[src/rtl/layer4_fc2_pkg.sv]
// Shared constants and state encoding for the FC2 layer.
// Address widths match the 320-entry weight ROM and 10-entry bias ROM.
package layer4_fc2_pkg;

    localparam int FC2_IN_DIM  = 32;
    localparam int FC2_OUT_DIM = 10;
    localparam int FC2_ACC_W   = 32;
    localparam int FC2_WADDR_W = 9;
    localparam int FC2_BADDR_W = 4;

    typedef enum logic [1:0] {
        S_COLLECT = 2'd0,
        S_COMPUTE = 2'd1,
        S_DONE    = 2'd2
    } fc2_state_e;

endpackage

[src/rtl/layer4_fc2_argmax.sv]
// Running argmax over the emitted logits of one frame.
// Strict greater-than keeps the lower index on ties.
module fc_argmax_tracker
    import layer4_fc2_pkg::*;
#(
    parameter int W     = FC2_ACC_W,
    parameter int IDX_W = FC2_BADDR_W
) (
    input  logic             clk,
    input  logic             rst_n,
    input  logic             valid_i,
    input  logic             first_i,
    input  logic [W-1:0]     val_i,
    input  logic [IDX_W-1:0] idx_i,
    output logic [IDX_W-1:0] idx_o
);

    logic signed [W-1:0] max_q, max_d;
    logic [IDX_W-1:0]    idx_q, idx_d;
    logic                take;

    assign take = valid_i && (first_i || ($signed(val_i) > max_q));

    always_comb begin
        max_d = max_q;
        idx_d = idx_q;
        if (take) begin
            max_d = $signed(val_i);
            idx_d = idx_i;
        end
    end

    always_ff @(posedge clk or negedge rst_n) begin
        if (!rst_n) begin
            max_q <= '0;
            idx_q <= '0;
        end else begin
            max_q <= max_d;
            idx_q <= idx_d;
        end
    end

    assign idx_o = idx_q;

endmodule

[src/rtl/rom_FC2_BIASES.sv]
// FC2 bias ROM: synchronous read, one cycle of latency.
// Contents are provided by the enclosing environment.
module rom_FC2_BIASES #(
    parameter int    ADDR_WIDTH = 4,
    parameter int    DATA_WIDTH = 8,
    parameter int    DEPTH      = 10,
    parameter string MEM_FILE   = ""
) (
    input  logic                  clk,
    input  logic [ADDR_WIDTH-1:0] addr,
    output logic [DATA_WIDTH-1:0] q
);

    logic [DATA_WIDTH-1:0] mem [DEPTH];

    always_ff @(posedge clk) begin
        q <= mem[addr];
    end

endmodule

[src/rtl/rom_FC2_WEIGHTS.sv]
// FC2 weight ROM: synchronous read, one cycle of latency.
// Contents are provided by the enclosing environment.
module rom_FC2_WEIGHTS #(
    parameter int    ADDR_WIDTH = 9,
    parameter int    DATA_WIDTH = 8,
    parameter int    DEPTH      = 320,
    parameter string MEM_FILE   = ""
) (
    input  logic                  clk,
    input  logic [ADDR_WIDTH-1:0] addr,
    output logic [DATA_WIDTH-1:0] q
);

    logic [DATA_WIDTH-1:0] mem [DEPTH];

    always_ff @(posedge clk) begin
        q <= mem[addr];
    end

endmodule

[src/rtl/layer4_fc2.sv]
// Second fully-connected layer: 32 int8 activations in, 10 int32 logits
// out through one serial MAC fed straight from ROM, then argmax.
module layer4_fc2
    import layer4_fc2_pkg::*;
#(
    parameter int    IN_DIM     = FC2_IN_DIM,
    parameter int    OUT_DIM    = FC2_OUT_DIM,
    parameter int    ACC_W      = FC2_ACC_W,
    parameter string W_MEM_FILE = "rtl/weights/FC2_WEIGHTS.mem",
    parameter string B_MEM_FILE = "rtl/weights/FC2_BIASES.mem"
) (
    input  logic             clk,
    input  logic             rst_n,
    input  logic             valid_in,
    input  logic [31:0]      in_data,
    output logic             in_ready,
    output logic [ACC_W-1:0] out_data,
    output logic             out_valid,
    output logic             out_last,
    output logic [3:0]       class_idx,
    output logic             class_valid,
    output logic             drop_err
);

    localparam int NWORDS = IN_DIM / 4;
    localparam int NMAC   = OUT_DIM * IN_DIM;
    localparam int WC_W   = $clog2(NWORDS);
    localparam int I_W    = $clog2(IN_DIM);
    localparam int C_W    = $clog2(NMAC + 2);
    localparam int O_W    = FC2_BADDR_W;

    fc2_state_e        state_q, state_d;
    logic [WC_W-1:0]   wc_q, wc_d;
    logic [C_W-1:0]    cnt_q, cnt_d;
    logic [I_W-1:0]    i_q, i_d;
    logic [O_W-1:0]    o_q, o_d;
    logic [31:0]       word_q [NWORDS];

    logic              mac_vld_q, mac_first_q, mac_last_q;
    logic [I_W-1:0]    mac_i_q;
    logic [O_W-1:0]    mac_o_q;
    logic [ACC_W-1:0]  acc_q, acc_d, base;

    logic [ACC_W-1:0]  out_data_q;
    logic              out_valid_q, out_last_q;
    logic [3:0]        class_idx_q;
    logic              class_valid_q, drop_err_q, in_ready_q;

    logic                   accept, issue, emit, done_d;
    logic [FC2_WADDR_W-1:0] waddr;
    logic [7:0]             w_rd, b_rd;
    logic signed [7:0]      act_s;
    logic signed [15:0]     prod;
    logic [O_W-1:0]         max_idx;

    // in_ready_q is only ever high while collecting
    assign accept = valid_in & in_ready_q;
    assign issue  = (state_q == S_COMPUTE) && (cnt_q < C_W'(NMAC));
    assign emit   = mac_vld_q & mac_last_q;
    assign done_d = (state_d == S_DONE);
    assign waddr  = FC2_WADDR_W'(cnt_q);

    always_comb begin
        state_d = state_q;
        wc_d    = wc_q;
        cnt_d   = cnt_q;
        i_d     = i_q;
        o_d     = o_q;
        unique case (state_q)
            S_COLLECT: begin
                if (accept) begin
                    if (wc_q == WC_W'(NWORDS - 1)) begin
                        wc_d    = '0;
                        state_d = S_COMPUTE;
                    end else begin
                        wc_d = wc_q + 1'b1;
                    end
                end
            end
            S_COMPUTE: begin
                cnt_d = cnt_q + 1'b1;
                if (issue) begin
                    if (i_q == I_W'(IN_DIM - 1)) begin
                        i_d = '0;
                        o_d = o_q + 1'b1;
                    end else begin
                        i_d = i_q + 1'b1;
                    end
                end
                if (cnt_q == C_W'(NMAC + 1)) begin
                    state_d = S_DONE;
                    cnt_d   = '0;
                    i_d     = '0;
                    o_d     = '0;
                end
            end
            S_DONE:  state_d = S_COLLECT;
            default: state_d = S_COLLECT;
        endcase
    end

    rom_FC2_WEIGHTS #(
        .ADDR_WIDTH (FC2_WADDR_W),
        .DATA_WIDTH (8),
        .DEPTH      (NMAC),
        .MEM_FILE   (W_MEM_FILE)
    ) u_wrom (
        .clk  (clk),
        .addr (waddr),
        .q    (w_rd)
    );

    rom_FC2_BIASES #(
        .ADDR_WIDTH (O_W),
        .DATA_WIDTH (8),
        .DEPTH      (OUT_DIM),
        .MEM_FILE   (B_MEM_FILE)
    ) u_brom (
        .clk  (clk),
        .addr (o_q),
        .q    (b_rd)
    );

    // MAC stage sees ROM data for the address issued one cycle earlier
    assign act_s = $signed(word_q[mac_i_q[I_W-1:2]][{mac_i_q[1:0], 3'b000} +: 8]);
    assign prod  = act_s * $signed(w_rd);

    always_comb begin
        base = acc_q;
        if (mac_first_q) base = {{(ACC_W-8){b_rd[7]}}, b_rd};
        acc_d = base + {{(ACC_W-16){prod[15]}}, prod};
    end

    fc_argmax_tracker #(
        .W     (ACC_W),
        .IDX_W (O_W)
    ) u_argmax (
        .clk     (clk),
        .rst_n   (rst_n),
        .valid_i (emit),
        .first_i (mac_o_q == '0),
        .val_i   (acc_d),
        .idx_i   (mac_o_q),
        .idx_o   (max_idx)
    );

    always_ff @(posedge clk or negedge rst_n) begin
        if (!rst_n) begin
            for (int k = 0; k < NWORDS; k++) word_q[k] <= '0;
        end else if (accept) begin
            word_q[wc_q] <= in_data;
        end
    end

    always_ff @(posedge clk or negedge rst_n) begin
        if (!rst_n) begin
            state_q       <= S_COLLECT;
            wc_q          <= '0;
            cnt_q         <= '0;
            i_q           <= '0;
            o_q           <= '0;
            mac_vld_q     <= 1'b0;
            mac_first_q   <= 1'b0;
            mac_last_q    <= 1'b0;
            mac_i_q       <= '0;
            mac_o_q       <= '0;
            acc_q         <= '0;
            out_data_q    <= '0;
            out_valid_q   <= 1'b0;
            out_last_q    <= 1'b0;
            class_idx_q   <= '0;
            class_valid_q <= 1'b0;
            drop_err_q    <= 1'b0;
            in_ready_q    <= 1'b0;
        end else begin
            state_q       <= state_d;
            wc_q          <= wc_d;
            cnt_q         <= cnt_d;
            i_q           <= i_d;
            o_q           <= o_d;
            mac_vld_q     <= issue;
            mac_first_q   <= (i_q == '0);
            mac_last_q    <= (i_q == I_W'(IN_DIM - 1));
            mac_i_q       <= i_q;
            mac_o_q       <= o_q;
            if (mac_vld_q) acc_q <= acc_d;
            if (emit) out_data_q <= acc_d;
            out_valid_q   <= emit;
            out_last_q    <= emit && (mac_o_q == O_W'(OUT_DIM - 1));
            class_valid_q <= done_d;
            if (done_d) class_idx_q <= max_idx;
            in_ready_q    <= (state_d == S_COLLECT);
            if (valid_in && !in_ready_q) drop_err_q <= 1'b1;
        end
    end

    assign in_ready    = in_ready_q;
    assign out_data    = out_data_q;
    assign out_valid   = out_valid_q;
    assign out_last    = out_last_q;
    assign class_idx   = class_idx_q;
    assign class_valid = class_valid_q;
    assign drop_err    = drop_err_q;

endmodule

[config.mk]
export PLATFORM = sky130hd
export DESIGN_NAME = layer4_fc2
export DESIGN_NICKNAME = d
export VERILOG_FILES = /design/src/rtl/layer4_fc2_pkg.sv /design/src/rtl/layer4_fc2_argmax.sv /design/src/rtl/rom_FC2_BIASES.sv /design/src/rtl/rom_FC2_WEIGHTS.sv /design/src/rtl/layer4_fc2.sv
export SDC_FILE = /design/constraint.sdc
export NUM_CORES = 1
export LEC_CHECK = 0
export CAP_MARGIN = 20
export CORE_MARGIN = 3
export CORE_UTILIZATION = 44
export DETAILED_ROUTE_END_ITERATION = 16
export PLACE_DENSITY = 0.8
export SLEW_MARGIN = 10
export SYNTH_ARGS = -nofsm -noshare
export SYNTH_HDL_FRONTEND = slang
export SYNTH_SLANG_ARGS = --single-unit
[constraint.sdc]
create_clock -name clk -period 2.48 [get_ports clk]
set_input_delay 0.372 -clock clk [delete_from_list [all_inputs] [get_ports clk]]
set_output_delay 0.372 -clock clk [all_outputs]
set_load 0.02 [all_outputs]
run_1/floorplan.png
Bar = 20 um. Pins as bars on the die edge. Tap cells in grey.
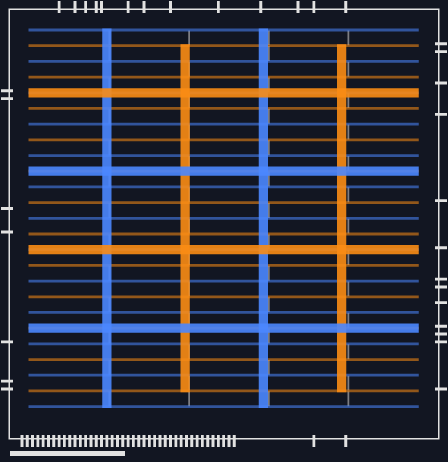
| colour | net |
|---|---|
| blue | VSS |
| orange | VDD |
met5 straps: 4
signal pins: 76
rows: 24
tap cells: 52
met1 rails: 25
chip width: 74.2 um
Core Area: 0.00441 mm^2
maximum vdd drop: 0.000242 V
die height: 74.2 um

run_1/class_map.png
Bar = 20 um.
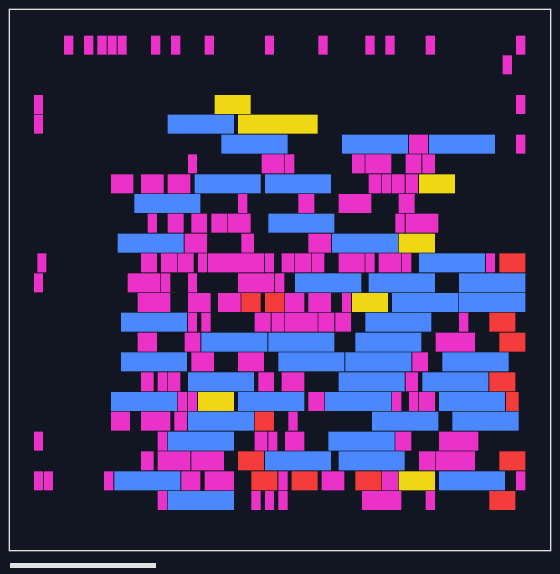
| colour | class | cells |
|---|---|---|
| blue | registers | 42 |
| red | remaining buffers and delay cells | 14 |
| magenta | remaining logic cells | 132 |
| yellow | clock drivers and dummy loads | 7 |
flop share of the area: 48.1%
Util after Layout: 49.5%

==> flow_summary.yaml, run 1 <==
# yosys + openroad results
run_status:
  status: "complete, no violations"
yosys:
  top_area_cell: "dfrtp_1"
  syn_inst: 179
  synthTopCellsByCount: "42 x dfrtp_1, 32 x buf_4, 12 x nand2_1"
  netlist_area_mm2: 0.00205
  synthTopCellsByArea: "dfrtp_1 51%, buf_4 12%, ha_1 4.3%"
  synth_cell_types: 39
setup_path:
  crit_fanout: 11
  crit_chain: "ha_1, and3_1, ha_1, or4b_2, a21oi_1"
  crit_path_frequent_cell: "ha_1"
  start_kind: "register"
  cp.depth: 5
pwr:
  power-top-group: "registers"
  comb-power_uw: 57.6
  p_int_mw: 1.01
  p_seq_uw: 684
  p_comb_share_pct: 4.5
  seqPwrFrac_pct: 53.1
place:
  place_congestion: 0.740
cts:
  clock-sinks: 42
  post_cts_buffers: 0
route:
  wl_met3_um: 148
  avgViaCountPerCell: 4.91
  vias: 1212
  drt-total-wl_um: 3130
  antenna_left: 0
  drc: 0
  drt_first_pass_iters: 4
final_layout:
  buffers: 14
  layout-drive-gt1-share_pct: 11.8
  layout_top_cell: "dfrtp_1"
  nMultiInputCombCells: 126
  comb_area_share_pct: 36.8
  dominant_cells: "sequential cells"
final_timing:
  hold_viol: 0
  hold_slack_ns: 0.196
  rsz0062_at_grt: "no"
global_route:
  track_usage_pct: 12.6
  use_met1_pct: 14.1
job:
  cap_violations: 0
run_1/clock_wires.png
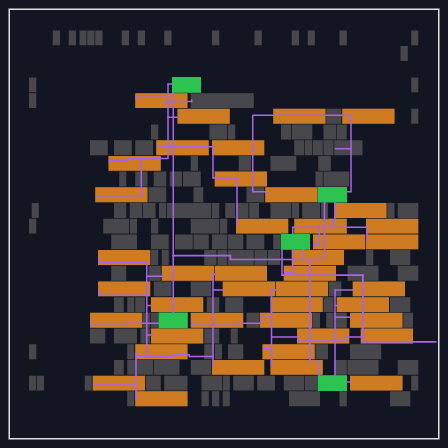
[purple] clock wires | length: 499 um
[orange] flip-flops | count: 42
[green] clock-net drivers | count: 5
routed clock nets: 6

==> run 1: per-stage QoR <==
| stage | instances | util [%] | instance area, um^2 | power, mW | worst slack (ns) |
|---|---|---|---|---|---|
| 4_1_cts | 247 | 49.5 | 2180 | 1.30 | 0.439 |
| 3_3_place_gp | 240 | 46.9 | 2070 | 0.756 | 0.476 |
| 6_report | 247 | 49.5 | 2180 | 1.29 | 0.436 |
| 2_1_floorplan | 210 | - | 2160 | 0.779 | 0.505 |
| 3_5_place_dp | 240 | 46.9 | 2070 | 0.755 | 0.456 |
| 5_1_grt | 247 | 49.5 | 2180 | 1.33 | 0.324 |
==> run 1: registers in the layout, indices dropped and copies added, names as in the netlist, 2 cells and up <==
register and cells:
o_q 4, cnt_q 9, i_q 5, wc_q 3
class_idx 4, u_argmax.idx_o 4, state_q 2, mac_o_q 4
run_1/layers.png
Bar = 20 um. Only two layers are drawn.
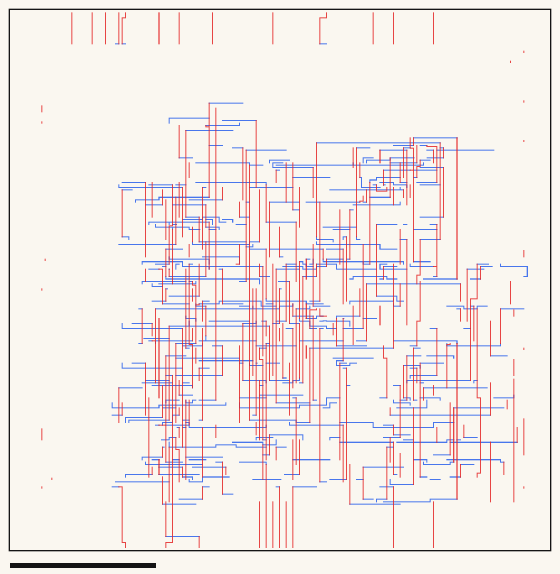

==> run 2, diff against run 1 <==
Clock period 2.48 ns to 2 ns, I/O delays scaled along.
run_2/layers.png
Bar = 20 um. Only two layers are drawn.
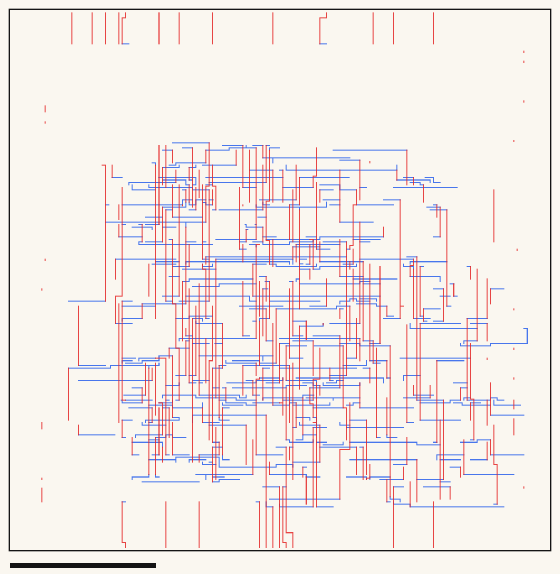
| colour | layer | wire length |
|---|---|---|
| blue | M1 | 1370 um |
| red | M2 | 1600 um |

==> flow_summary.yaml, run 2 <==
# yosys + openroad results
route:
  drt_first_pass_iters: 4
  antenna_left: 0
  drc: 0
  vias: 1236
  wl_met3_um: 152
  drt-total-wl_um: 3150
  avgViaCountPerCell: 4.87
  drt_iter0_drc: 133
final_layout:
  comb_area_share_pct: 36.5
  largest-register: "cnt_q"
  buffers: 20
  nMultiInputCombCells: 126
  dominant_cells: "sequential cells"
  largest_reg_flops: 9
  layout_top_cell: "dfrtp_1"
  reg_top3: "cnt_q x9, i_q x5"
  nNonClkInverters: 6
  fin_cells: 254
  layout-drive-gt1-share_pct: 14.9
  stdcell_area_mm2: 0.00221
  sh_seq_area_pct: 47.6
global_route:
  use_met1_pct: 15.9
  track_usage_pct: 13.4
yosys:
  synthTopCellsByCount: "42 x dfrtp_1, 32 x buf_4, 12 x nand2_1"
  synth_cell_types: 39
  ys_async_sr_fraction_pct: 100
  syn_inst: 179
  synth.area.mux_share_pct: 4.53
  synthTopCellsByArea: "dfrtp_1 51%, buf_4 12%, ha_1 4.3%"
  top_area_cell: "dfrtp_1"
die:
  chipWidth_um: 74.2
  taps: 52
  rows: 24
  dieHeight_um: 74.2
  core-area_mm2: 0.00441
place:
  post_dp_cell_area_mm2: 0.00212
  place_congestion: 0.790
  placed_cells: 246
final_timing:
  hold_slack_ns: 0.0552
  hold_viol: 0
cts:
  post_cts_buffers: 0
  clkTransAtPathRegs_ns: 0.08
  cts_tree: "yes"
  clock-sinks: 42
pwr:
  ir_drop_v: 0.000358
run_status:
  status: "complete, no violations"
setup_path:
  crit_slowest_cell: "or4b_2"
  crit_fanout: 6
  crit_chain: "ha_1, and3_1, ha_2, or4b_2, a21oi_1"
job:
  cap_violations: 0
run_2/clock_wires.png
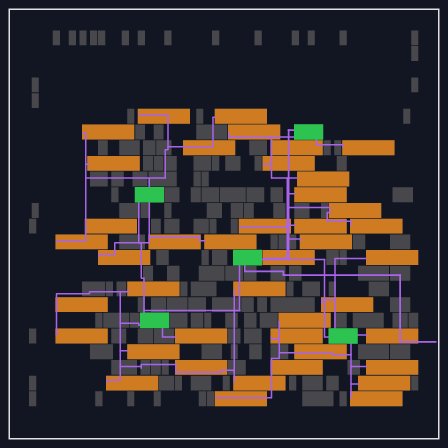
[green] clock-net drivers | count: 5
[orange] flip-flops | count: 42
[purple] clock wires | length: 510 um
routed clock nets: 6
clock network power: 559 uW
Worst-Skew Late Latency: 0.29 ns
clock power share: 37.8%

-- run 2: worst max-delay path: cells and delay by family, from the launching register on --
family | cells | cell delay, ns
fa+ha+maj | 2 | 0.43
compound gates | 1 | 0.15
flops | 1 | 0.42
simple gates | 2 | 0.83
-- run 2: stage by stage --
step	power (mW)	TNS (ns)	utilization (%)	setup WS (ns)
detailed placement	0.938	0	47.9	0.0778
global placement	0.938	0	47.9	0.106
CTS	1.50	0	50.0	0.0486
floorplan	0.966	0	-	0.0245
global route	1.55	-0.000216	50.1	-0.000216
finish	1.48	0	50.1	0.100
-- run 2: power breakdown --
group	switching (mW)	internal, mW	total, mW
Clock	0.280	0.278	0.559
Combinational	0.0692	0.00369	0.0729
Sequential	0.000000000000000102	0.848	0.848
Total	0.350	1.13	1.48
==> run 3, diff against run 2 <==
Settings changed: GPL_ROUTABILITY_DRIVEN from default to 0.
run_3/layers.png
Bar = 20 um. Only two layers are drawn.
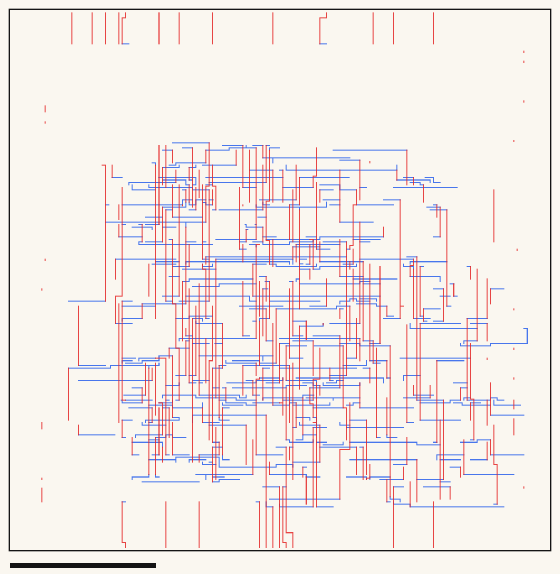
| colour | layer | wire length |
|---|---|---|
| red | M2 | 1600 um |
| blue | M1 | 1370 um |
Total GRT Usage: 13.4%
total wire length: 3150 um
vias after detailed routing: 1236

==> flow_summary.yaml, run 3 <==
# yosys + openroad results
yosys:
  top_area_cell: "dfrtp_1"
  ys_async_sr_fraction_pct: 100
route:
  wl_met3_um: 152
  antenna_left: 0
  avgViaCountPerCell: 4.87
  drt_iter0_drc: 133
  drc: 0
place:
  post_dp_cell_area_mm2: 0.00212
  pre_cts_ws_ns: 0.0778
setup_path:
  crit_slowest_cell: "or4b_2"
  crit_chain: "ha_1, and3_1, ha_2, or4b_2, a21oi_1"
final_timing:
  hold_slack_ns: 0.0552
  hold_viol: 0
die:
  rows: 24
  chipWidth_um: 74.2
final_layout:
  layout-drive-gt1-share_pct: 14.9
  fin_cells: 254
  fin_util_pct: 50.1
run_status:
  status: "complete, no violations"
pwr:
  switchingPower_uw: 350
run_3/class_map.png
Bar = 20 um.
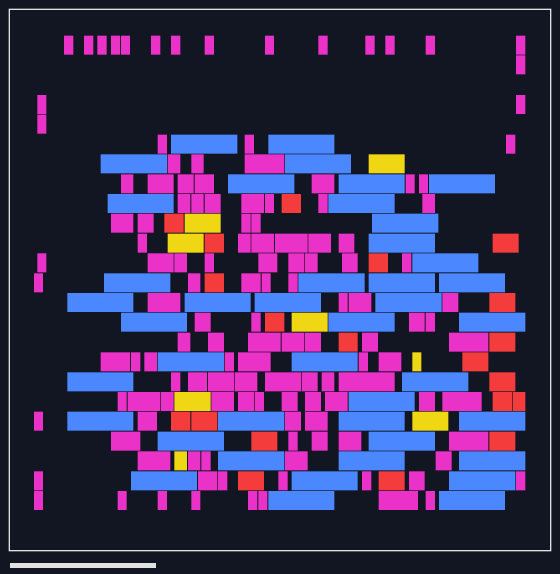
| colour | class | cells |
|---|---|---|
| yellow | clock drivers and dummy loads | 8 |
| blue | registers | 42 |
| red | remaining buffers and delay cells | 20 |
| magenta | remaining logic cells | 132 |

[run 3: cell counts after synthesis]
No cell type changed its count.
[run 3: kinds of logic (layout without fill, tap and decap cells)]
logic type / Yosys count / in the layout / synth area share, %
fa+ha+maj: 7 / 7 / 4.28
mux: 7 / 7 / 4.53
xor+xnor: 9 / 9 / 3.85
compound gates: 20 / 20 / 6.06
buf+inv: 42 / 34 / 15.0
other cells: 1 / 32 / 0.183
flops: 42 / 42 / 51.4
simple gates: 51 / 51 / 14.7
[run 3: cell type report]
class                   count  area share, %
repair buffers             20           7.81
multi-input cells         126           36.5
flip-flops and latches     42           47.6
clock inverters             1          0.227
inverters                   6           1.02
well taps                  52           2.94
clock buffers               7           3.91
Power is estimated from default activity; no workload was simulated.
